[src/rtl/vliw_mem_pkg.sv]
// Shared types and defaults for the VLIW memory access unit.
//   ADDR_W_DEF : default memory word-index width (2**ADDR_W words of 32 bits)
//   RD_W_DEF   : default destination register index width
//   state_e    : sequencer states
//   slot_t     : one latched memory-slot request
package vliw_mem_pkg;

  localparam int unsigned ADDR_W_DEF = 22;
  localparam int unsigned RD_W_DEF   = 5;

  typedef enum logic [1:0] {
    IDLE,
    ACC0,
    ACC1
  } state_e;

  // The rd field is sized to the package default, so the top's RD_W must match it.
  typedef struct packed {
    logic                en;
    logic                we;
    logic [31:0]         addr;
    logic [31:0]         wdata;
    logic [RD_W_DEF-1:0] rd;
  } slot_t;

endpackage

[src/rtl/vliw_mem_addr_chk.sv]
// Byte-address check and translation for one memory slot (combinational).
//   addr     : byte address
//   word_idx : word index addr[ADDR_W+1:2]
//   ok       : address is word aligned and inside the 2**ADDR_W-word memory
module vliw_mem_addr_chk
  import vliw_mem_pkg::*;
#(
  parameter int unsigned ADDR_W = ADDR_W_DEF
) (
  input  logic [31:0]       addr,
  output logic [ADDR_W-1:0] word_idx,
  output logic              ok
);

  assign word_idx = addr[ADDR_W+1:2];
  assign ok       = (addr[1:0] == 2'b00) && (addr[31:ADDR_W+2] == '0);

endmodule

[src/rtl/vliw_mem_access_unit.sv]
// Serialises the two memory slots of a VLIW bundle onto a single-port, word-addressed
// data memory, slot 0 first. Load data returns to writeback one cycle after issue;
// misaligned or out-of-range slots are suppressed and flagged.
//   clk, rst                    : clock, asynchronous active-high reset
//   req_valid / req_ready       : bundle handshake from issue
//   sN_en/we/addr/wdata/rd      : slot N request (N = 0, 1)
//   mem_en/we/addr/wdata        : memory request, mem_rdata valid the cycle after a read
//   wb_valid/slot/rd/data       : load writeback
//   err_valid / err_slot        : one-cycle pulse for a suppressed slot
//   busy                        : a bundle is being serviced
module vliw_mem_access_unit
  import vliw_mem_pkg::*;
#(
  parameter int unsigned ADDR_W = ADDR_W_DEF,
  parameter int unsigned RD_W   = RD_W_DEF
) (
  input  logic              clk,
  input  logic              rst,
  input  logic              req_valid,
  output logic              req_ready,
  input  logic              s0_en,
  input  logic              s0_we,
  input  logic [31:0]       s0_addr,
  input  logic [31:0]       s0_wdata,
  input  logic [RD_W-1:0]   s0_rd,
  input  logic              s1_en,
  input  logic              s1_we,
  input  logic [31:0]       s1_addr,
  input  logic [31:0]       s1_wdata,
  input  logic [RD_W-1:0]   s1_rd,
  output logic              mem_en,
  output logic              mem_we,
  output logic [ADDR_W-1:0] mem_addr,
  output logic [31:0]       mem_wdata,
  input  logic [31:0]       mem_rdata,
  output logic              wb_valid,
  output logic              wb_slot,
  output logic [RD_W-1:0]   wb_rd,
  output logic [31:0]       wb_data,
  output logic              err_valid,
  output logic              err_slot,
  output logic              busy
);

  state_e          state_q;
  slot_t           slot0_q, slot1_q;
  logic            wb_valid_q, wb_slot_q;
  logic [RD_W-1:0] wb_rd_q;

  slot_t             cur;
  logic              cur_is_s1;
  logic              issuing;
  logic [ADDR_W-1:0] cur_idx;
  logic              cur_ok;

  assign cur_is_s1 = (state_q == ACC1);
  assign cur       = cur_is_s1 ? slot1_q : slot0_q;
  // A slot's state is only entered when that slot is enabled; the en terms keep it explicit.
  assign issuing   = ((state_q == ACC0) && slot0_q.en) || ((state_q == ACC1) && slot1_q.en);

  vliw_mem_addr_chk #(
    .ADDR_W (ADDR_W)
  ) u_addr_chk (
    .addr     (cur.addr),
    .word_idx (cur_idx),
    .ok       (cur_ok)
  );

  always_comb begin
    mem_en    = 1'b0;
    mem_we    = 1'b0;
    mem_addr  = '0;
    mem_wdata = '0;
    err_valid = 1'b0;
    err_slot  = 1'b0;
    if (issuing) begin
      if (cur_ok) begin
        mem_en    = 1'b1;
        mem_we    = cur.we;
        mem_addr  = cur_idx;
        mem_wdata = cur.wdata;
      end else begin
        err_valid = 1'b1;
        err_slot  = cur_is_s1;
      end
    end
  end

  assign req_ready = (state_q == IDLE);
  assign busy      = (state_q != IDLE);
  assign wb_valid  = wb_valid_q;
  assign wb_slot   = wb_slot_q;
  assign wb_rd     = wb_rd_q;
  // Memory read data passes straight through; zeroed when no writeback is pending.
  assign wb_data   = wb_valid_q ? mem_rdata : '0;

  always_ff @(posedge clk or posedge rst) begin
    if (rst) begin
      state_q    <= IDLE;
      slot0_q    <= '0;
      slot1_q    <= '0;
      wb_valid_q <= 1'b0;
      wb_slot_q  <= 1'b0;
      wb_rd_q    <= '0;
    end else begin
      wb_valid_q <= issuing && cur_ok && !cur.we;
      if (issuing && cur_ok && !cur.we) begin
        wb_slot_q <= cur_is_s1;
        wb_rd_q   <= cur.rd;
      end
      unique case (state_q)
        IDLE: begin
          if (req_valid) begin
            slot0_q <= '{en: s0_en, we: s0_we, addr: s0_addr, wdata: s0_wdata, rd: s0_rd};
            slot1_q <= '{en: s1_en, we: s1_we, addr: s1_addr, wdata: s1_wdata, rd: s1_rd};
            if (s0_en)      state_q <= ACC0;
            else if (s1_en) state_q <= ACC1;
            else            state_q <= IDLE;
          end
        end
        ACC0:    state_q <= slot1_q.en ? ACC1 : IDLE;
        ACC1:    state_q <= IDLE;
        default: state_q <= IDLE;
      endcase
    end
  end

endmodule

[config.mk]
export PLATFORM = sky130hd
export DESIGN_NAME = vliw_mem_access_unit
export DESIGN_NICKNAME = d
export VERILOG_FILES = /design/src/rtl/vliw_mem_pkg.sv /design/src/rtl/vliw_mem_addr_chk.sv /design/src/rtl/vliw_mem_access_unit.sv
export SDC_FILE = /design/constraint.sdc
export NUM_CORES = 1
export LEC_CHECK = 0
export ABC_CLOCK_PERIOD_IN_PS = 5460
export CORE_UTILIZATION = 44
export DETAILED_ROUTE_END_ITERATION = 7
export GPL_ROUTABILITY_DRIVEN = 1
export PLACE_DENSITY = 0.86
export SLEW_MARGIN = 20
export SYNTH_ARGS = -nofsm -noshare
export SYNTH_HDL_FRONTEND = slang
export SYNTH_SLANG_ARGS = --single-unit
[constraint.sdc]
create_clock -name clk -period 5.46 [get_ports clk]
set_clock_uncertainty 0.2 [all_clocks]
set_input_delay 0.819 -clock clk [delete_from_list [all_inputs] [get_ports clk]]
set_output_delay 0.819 -clock clk [all_outputs]
set_load 0.01 [all_outputs]
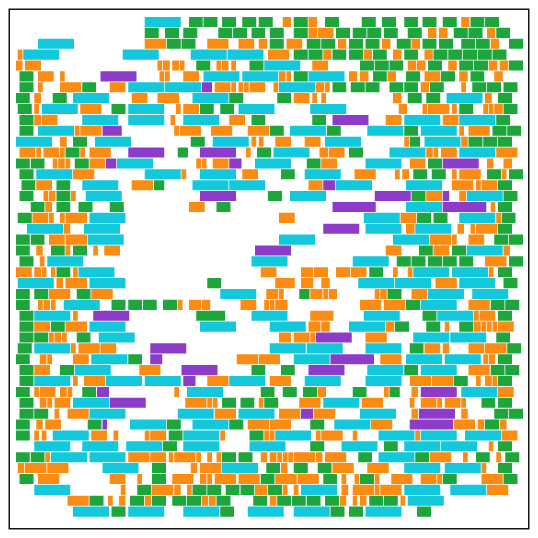
*Cells colored by class, run 1*
(4 px per um)
legend:
  purple:
    class: clock drivers and dummy loads
    cells: 32
    share_of_their_area: 6.1%
  green:
    class: remaining buffers and delay cells
    cells: 281
    share_of_their_area: 27%
  orange:
    class: remaining logic cells
    cells: 389
    share_of_their_area: 30%
  cyan:
    class: registers
    cells: 151
    share_of_their_area: 37%

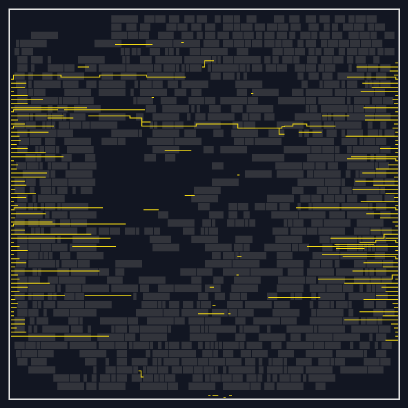
*Met3 routing, run 1*
(3 px per um) Cells faint in the background.
wire length on this layer: 1430 um
nets with wire on the layer: 147
main direction: horizontal
share of all routed wire: 7.6%

==> job_summary.md, run 1 <==
### Flow metrics

| Metric | Value |
|---|---|
| Final period utilization | 78.3% |
| RR Startpoint | state_q[0] |
| Post-Place Cells | ~1000 |
| Power Internal | ~2.5 mW |
| Area delta synth->final | 48.4% |
| CTS Buf Count | 17 |
| R2R Path End | wb_rd[0] |
| CTS tree | done |
| Pwr Density | 316 nW/um^2 |
| Worst setup EP type | output pin |
| Yosys Warn Count | 0 |
| Met2 WL post-DR | 8870 um |
| Fp util | between 40% and 50% |
| Vias/cell | just under 5 |
| Status | complete, no violations |
| Comb area | 3100 um^2 |
| Top cells by count | 151 x dfrtp_1, 125 x nand2_1, 80 x mux2_4 |
| Comb pwr share | between 10% and 20% |
| Tap cells | between 200 and 250 |
| Combinational share of cell area | roughly 29% |
| Total tool warning count | 28 |
| Clock share of power | 37.5% |
| Seq share, synth | 52.8% |
| Main flop type after synthesis | dfrtp_1 |
| H-Tree Depth | 4 |
| Unrepaired setup endpoints after global routing | no |
| Largest stage delay, worst path | 650 ps |
| Top cell excl fill/tap | clkdlybuf4s50_1 |
| WP data arrival | between 3000 and 4000 ps |
| P_clk | 1.26 mW |
| Antenna violations before repair | 1 |
| Max Fanout on Critical Path | 33 |
| Syn_area_per_cell | 12.3 um^2 |
| Clock Path Buffers | 2 |
| Top pwr grp | sequential cells |
| Place WS | around 1600 ps |
| Biggest Area Class | flip-flops and latches |
| Data required, critical path | 4440 ps |
| P_seq | roughly 1.5 mW |
| Port bufs | ~280 |
| Site Rows | about 46 |
| Seq/total area | around 36% |
| Delay-heaviest family, CP | simple AND/OR/NAND/NOR gates |
| Die Y | between 100 and 150 um |
| Hold Crit Class | reg2reg |
| Top Usage Layer GRT | met2 |
| Hold-fix buffers, CTS | 0 |
| Total gr overflow | 0 |
| Final nets | just over 1000 |
| Largest net degree at the start of global routing | between 100 and 150 |
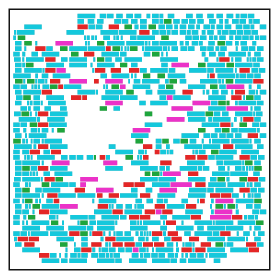
*Sizing map, run 1*
(2 px per um)
legend:
  green:
    size: x2
    cells: 71
    share: 8.3%
  red:
    size: x3 and x4
    cells: 93
    share: 11%
  cyan:
    size: x1 and smaller
    cells: 661
    share: 77%
  magenta:
    size: x6 and larger
    cells: 28
    share: 3.3%

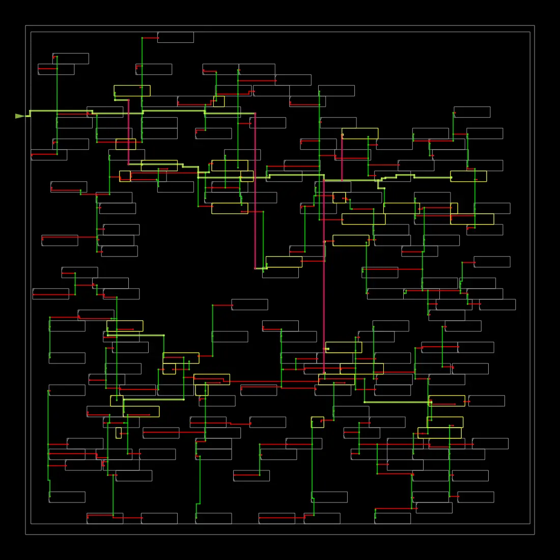
*Clock routing, run 1*
Clock Latency Late Sink: 420 ps
# clk buffers: 19
seq_cells: 151

-- run 1: flip-flops by register name, summed over array words and instances (netlist names) --
name,count
slot0_q,71
slot1_q,71
wb_rd,5
state_q,2
wb_slot,1
wb_valid,1
-- run 1: cells by family after synthesis --
family	share of synthesized area, %
AND-OR/OR-AND	4.50
flip-flops	52.8
buffers and inverters	4.09
multiplexers	27.5
AND/OR/NAND/NOR	11.1
-- run 1: how the worst max path moves through the flow --
stage / end / slack [ps] / depth (start not counted) / from
after CTS: mem_wdata[16] / 1120 / 6 / state_q[1]
after global routing: mem_wdata[21] / 950 / 6 / state_q[1]
after detailed placement: mem_wdata[17] / 1590 / 6 / state_q[1]
after floorplan: slot0_q[0] / 380 / 1 / rst
final: mem_wdata[16] / 1190 / 6 / state_q[1]
after global placement: mem_wdata[26] / 1740 / 6 / state_q[1]
### Routed metal per tile, run 1

(3 px per um) 26 x 26 tiles, from dark purple (low) to yellow (high), scaled to the fullest tile. Values are wire area over tile area, all layers added.
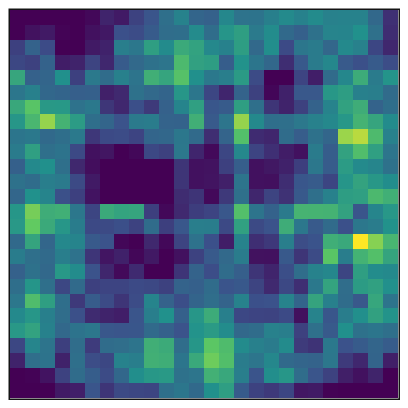

==> inputs of run 2 (changes only) <==
--- a/config.mk
+++ b/config.mk
@@ -5,11 +5,11 @@
 export SDC_FILE = /design/constraint.sdc
 export NUM_CORES = 1
 export LEC_CHECK = 0
-export ABC_CLOCK_PERIOD_IN_PS = 5460
-export CORE_UTILIZATION = 44
+export ABC_CLOCK_PERIOD_IN_PS = 3600
+export CORE_UTILIZATION = 40
 export DETAILED_ROUTE_END_ITERATION = 7
 export GPL_ROUTABILITY_DRIVEN = 1
-export PLACE_DENSITY = 0.86
+export PLACE_DENSITY = 0.83
 export SLEW_MARGIN = 20
 export SYNTH_ARGS = -nofsm -noshare
 export SYNTH_HDL_FRONTEND = slang
==> constraint.sdc (replaced) <==
create_clock -name clk -period 3.6 [get_ports clk]
set_clock_uncertainty 0.2 [all_clocks]
set_input_delay 0.54 -clock clk [delete_from_list [all_inputs] [get_ports clk]]
set_output_delay 0.54 -clock clk [all_outputs]
set_load 0.01 [all_outputs]
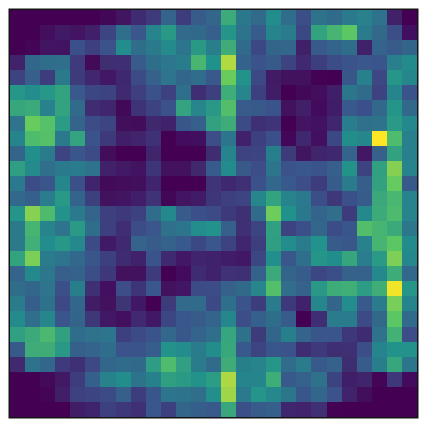
*Routed metal per tile, run 2*
(3 px per um) 27 x 27 tiles, from dark purple (low) to yellow (high), scaled to the fullest tile. Values are wire area over tile area, all layers added.
tiles over half the peak: 16%
fullest tile: 0.54
nearly empty tiles: 6.7%
mean over tiles: 0.16

==> run 2 against run 1 <==
Wire length is 0.21% lower. Largest cell class unchanged. Area after synthesis is the same. Register-to-register slack worse by 1900 ps. Sequential share of layout area decreased by 0.27 points. Sequential power up 52%. Via count grew 1.2%. Clock-buffer cell count fell by 1. Clock power rose by 44%. Synthesized cell count stayed put. Worst hold slack lost 1.3 ps. Total power up 49%. Critical path depth stayed put.
==> job_summary.md, run 2 <==
### Flow metrics

| Metric | Value |
|---|---|
| Worst setup EP type | output pin |
| Largest net degree at the start of global routing | about 63 |
| Clock share of power | between 30% and 40% |
| Die Y | ~140 um |
| Port bufs | around 280 |
| RR Startpoint | state_q[0] |
| Clock Latency Late Sink | 410 ps |
| CTS Buf Count | 17 |
| Delay-heaviest family, CP | buffers and inverters |
| Critical path depth | 6 |
| Vias/cell | 4.90 |
| Top cells by count | 151 x dfrtp_1, 125 x nand2_1, 80 x mux2_4 |
| CTS tree | done |
| Final nets | 1021 |
| Tap cells | about 230 |
| Pwr Density | ~470 nW/um^2 |
| Status | complete, no violations |
| Total gr overflow | 0 |
| Fp util | around two fifths |
| Combinational share of cell area | between 20% and 30% |
| P_clk | 1.81 mW |
| Top pwr grp | sequential cells |
| Main flop type after synthesis | dfrtp_1 |
| Crit path from | state_q[0] |
| Comb pwr share | approximately a fifth |
| Seq share, synth | between 50% and 60% |
| Top cell excl fill/tap | clkdlybuf4s50_1 |
| Yosys Warn Count | 0 |
| Antenna violations before repair | 0 |
| Hold-fix buffers, CTS | 0 |
| Seq_cells | about 150 |
| CP Capture Point | mem_wdata[24] |
| Clock Path Buffers | 2 |
| Place WS | 482 ps |
| Max Fanout on Critical Path | 38 |
| Area delta synth->final | 49.6% |
| Post-Place Cells | 1050 |
| Total tool warning count | 26 |
| P_seq | 2.20 mW |
| Power Internal | roughly 3.8 mW |
| Comb area | roughly 3100 um^2 |
| Final period utilization | between 90% and 100% |
| WP data arrival | ~2700 ps |
| Largest stage delay, worst path | 530 ps |
| Data required, critical path | roughly 2900 ps |
| Syn_area_per_cell | 12.3 um^2 |
| Biggest Area Class | flip-flops and latches |
-- run 2: cell types whose count changed in the layout (fill, tap and decap cells not counted), sizes merged --
cell / change
buf: +4
bufinv: -1
clkbuf: -1
clkinv: +1
-- run 2: logic make-up (layout without fill, tap and decap cells) --
group,after synthesis,count (layout),share of synthesized area (%)
flip-flops,151,151,52.8
multiplexers,148,148,27.5
buffers and inverters,42,319,4.09
AND/OR/NAND/NOR,178,178,11.1
AND-OR/OR-AND,60,60,4.50
-- run 2: metal layers --
metal / track usage [%] / vias up / wire length [um]
met5: 0 / - / 0
met4: 6.93 / 0 / 336
met3: 6.21 / 25 / 1380
met2: 34.4 / 183 / 8920
met1: 26.5 / 2595 / 8060
li1: - / 2495 / -
-- run 2: repair_timing --
action	CTS	global route
endpoints found under the setup margin	0	37
resized	0	3
buffers inserted	0	0
Power and IR drop assume default switching activity.
